Design sram_port_arbiter, sky130hd; sources not shown.
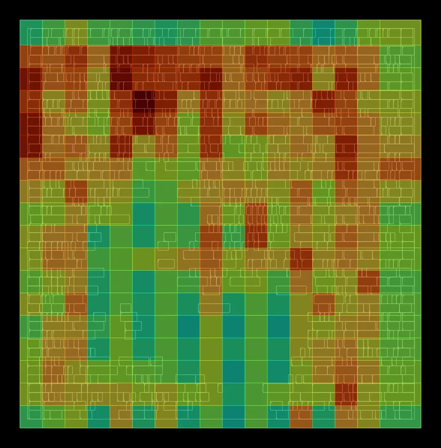
Figure 1: congestion heat map.
met2 Track Usage GR: 44.5%
layer with the highest usage: met2
Wirelength per Cell: 16.8 um
final cell utilization of the core: 68.9%
GRT Total Usage: 26.2%

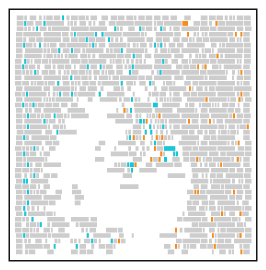
Figure 2: gate families picked out.
(2 px per um)
Key: orange = inverters [cells 46, most used inv_1]; cyan = NOR gates [cells 82, most used nor2_1]
combinational fraction of the cell area: 23.2%
final std cells w/o fill: 1184
dominant logic cell type in the layout: sky130_fd_sc_hd__clkdlybuf4s50_1

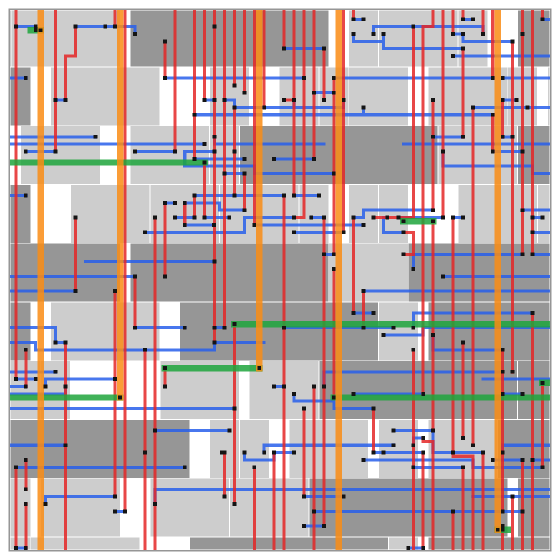
Figure 3: close-up of the layout.
Window x 80 to 105, y 81 to 106 um. Cells in gray, sequential cells in the stronger gray; small squares are vias.
Key: blue = met1; orange = met4; green = met3; red = met2
Sequential cells in the window: 10. Most frequent: clkdlybuf4s50_1 (14), dfrtp_1 (10), nand2_1 (8). 47 logic cells have their middle in the window.

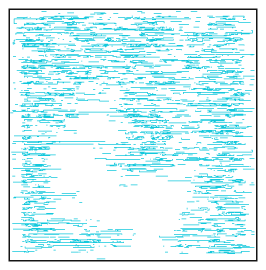
Figure 4: metal 1.
(2 px per um)
The layer carries 7210 um of wire. The layer holds 36% of the routed length.
vias: 6072
aggregate routed wire length: 19900 um
fraction of met1 tracks used by global routing: 29.5%

==> out/qor.json <==
{
  "outcome": {"value": "finished, final reports clean"},
  "synthTopLogicFamily": {"value": "AND-OR/OR-AND gates"},
  "wl_met1": {"value": 7210, "unit": "um"},
  "post_cts_hold_buffer_count": {"value": 0},
  "detailroute.wirelength.met3": {"value": 2080, "unit": "um"},
  "post_dp_cell_area": {"value": 9390, "unit": "um^2"},
  "remaining_routing_drc_violations": {"value": 0},
  "grt_start_max_net_pins": {"value": 90},
  "area_leaders": {"value": "sky130_fd_sc_hd__dfrtp_1, sky130_fd_sc_hd__nand2_1, sky130_fd_sc_hd__o21ai_1, sky130_fd_sc_hd__o21ai_0, sky130_fd_sc_hd__o21ai_2"},
  "final_nets": {"value": 1156},
  "area_growth_from_synthesis_to_layout": {"value": 53.4, "unit": "%"},
  "final_antenna_net_count": {"value": 0},
  "highest_routed_layer": {"value": "met4"},
  "synth_seq_share": {"value": 57.6, "unit": "%"},
  "die_width": {"value": 123, "unit": "um"},
  "top_cell_area_share": {"value": 57.2, "unit": "%"},
  "ir_drop": {"value": 0.0953, "unit": "mV"},
  "critical_path.max_stage_delay": {"value": 0.61, "unit": "ns"},
  "final_hold_violation_count": {"value": 0},
  "starting_density_of_the_core": {"value": 45.0, "unit": "%"},
  "cell_count_listed_in_synth_stat_txt": {"value": 705},
  "power_share_of_the_combinational_group": {"value": 47.2, "unit": "%"},
  "slew_headroom": {"value": 41.2, "unit": "%"},
  "grt_antenna_before_repair": {"value": 0},
  "power_clock": {"value": 0.300, "unit": "mW"},
  "clock_slew_at_the_register_clock_pins_of_the_worst_setup_and_hold_paths": {"value": 0.08, "unit": "ns"},
  "met3_layer_usage_reported_by_global_route": {"value": 8.30, "unit": "%"},
  "finalCriticalPeriod": {"value": 6.02, "unit": "ns"},
  "timing.critical_path.required": {"value": 15.42, "unit": "ns"},
  "drive_gt1_share": {"value": 8.60, "unit": "%"},
  "core_area": {"value": 14200, "unit": "um^2"},
  "setup_viol": {"value": 0},
  "p_leak": {"value": 4.42, "unit": "nW"},
  "path_cells": {"value": "clkdlybuf4s50_1 > o21ai_4 > buf_4 > inv_2 > o21ai_0 > o21ai_1"},
  "timing.critical_path.fanout_max": {"value": 78},
  "final_cell_area": {"value": 9790, "unit": "um^2"},
  "worst_hold_margin": {"value": 0.284, "unit": "ns"},
  "holdCritPathClass": {"value": "reg2reg"},
  "rsz0062_at_grt": {"value": "false"},
  "power_sequential": {"value": 0.681, "unit": "mW"},
  "mux_area_share": {"value": 0, "unit": "%"},
  "stage_log_warnings": {"value": 27}
}
-- area by class of cell --
cell class | instances | area [um^2] | share of cell area, %
Clock inverter | 9 | 93.8 | 0.958
Inverter | 46 | 178 | 1.81
Sequential cell | 147 | 3680 | 37.6
Clock buffer | 23 | 310 | 3.17
Timing Repair Buffer | 304 | 3030 | 31.0
Multi-Input combinational cell | 471 | 2270 | 23.2
Tap cell | 184 | 230 | 2.35
-- synthesized netlist by cell type, drive strengths merged --
cell / instances
a21o: 1
a21oi: 1
buf: 30
clkbuf: 11
dfrtp: 146
dfstp: 1
ha: 2
inv: 46
nand2: 171
nand3: 13
nor2: 78
nor3: 3
nor3b: 1
o21ai: 197
or2: 2
xor2: 2
-- through the flow --
step / power (mW) / setup WS [ns] / util [%]
after floorplan: 1.08 / 7.33 / -
after global placement: 1.52 / 8.96 / 66.1
after detailed placement: 1.56 / 8.85 / 66.1
after CTS: 1.87 / 9.32 / 68.9
after global routing: 1.98 / 9.14 / 68.9
final: 1.86 / 9.28 / 68.9
-- layout by cell type (no fill, tap or decap) --
| cell | instances |
|---|---|
| sky130_fd_sc_hd__nand2_2 | 2 |
| sky130_fd_sc_hd__o21ai_2 | 36 |
| sky130_fd_sc_hd__clkbuf_8 | 22 |
| sky130_fd_sc_hd__nor3b_1 | 1 |
| sky130_fd_sc_hd__a21o_1 | 1 |
| sky130_fd_sc_hd__nand3_2 | 1 |
| sky130_fd_sc_hd__o21ai_0 | 74 |
| sky130_fd_sc_hd__dfrtp_1 | 146 |
| sky130_fd_sc_hd__o21ai_4 | 1 |
| sky130_fd_sc_hd__inv_1 | 44 |
| sky130_fd_sc_hd__inv_6 | 3 |
| sky130_fd_sc_hd__a21oi_1 | 1 |
| sky130_fd_sc_hd__nor3_1 | 2 |
| sky130_fd_sc_hd__xor2_1 | 2 |
| sky130_fd_sc_hd__clkdlybuf4s50_1 | 300 |
| sky130_fd_sc_hd__inv_2 | 1 |
| sky130_fd_sc_hd__clkbuf_4 | 1 |
| sky130_fd_sc_hd__nor2_1 | 77 |
| sky130_fd_sc_hd__nand3_1 | 12 |
| sky130_fd_sc_hd__bufinv_16 | 1 |
| sky130_fd_sc_hd__or2_2 | 2 |
| sky130_fd_sc_hd__nand2_1 | 166 |
| sky130_fd_sc_hd__ha_1 | 2 |
| sky130_fd_sc_hd__nor3_4 | 1 |
| sky130_fd_sc_hd__buf_4 | 4 |
| sky130_fd_sc_hd__dfstp_2 | 1 |
| sky130_fd_sc_hd__clkinvlp_4 | 2 |
| sky130_fd_sc_hd__clkinv_2 | 1 |
| sky130_fd_sc_hd__o21ai_1 | 86 |
| sky130_fd_sc_hd__nor2_2 | 1 |
| sky130_fd_sc_hd__nand2_4 | 3 |
| sky130_fd_sc_hd__clkinv_4 | 3 |
-- worst max-delay path, delay by kind of cell --
kind	cells	cell delay, ns
AND-OR/OR-AND	3	0.54
buffers and inverters	3	1.68
-- cells by family after synthesis --
| family | count (synthesis) |
|---|---|
| AOI/OAI and AO/OA | 199 |
| xor gates and xnor gates | 2 |
| adders and majority gates | 2 |
| buffers and inverters | 87 |
| DFF | 147 |
| and+or+nand+nor | 268 |
Power figures rest on the tool's default switching activity, not on a simulated workload.
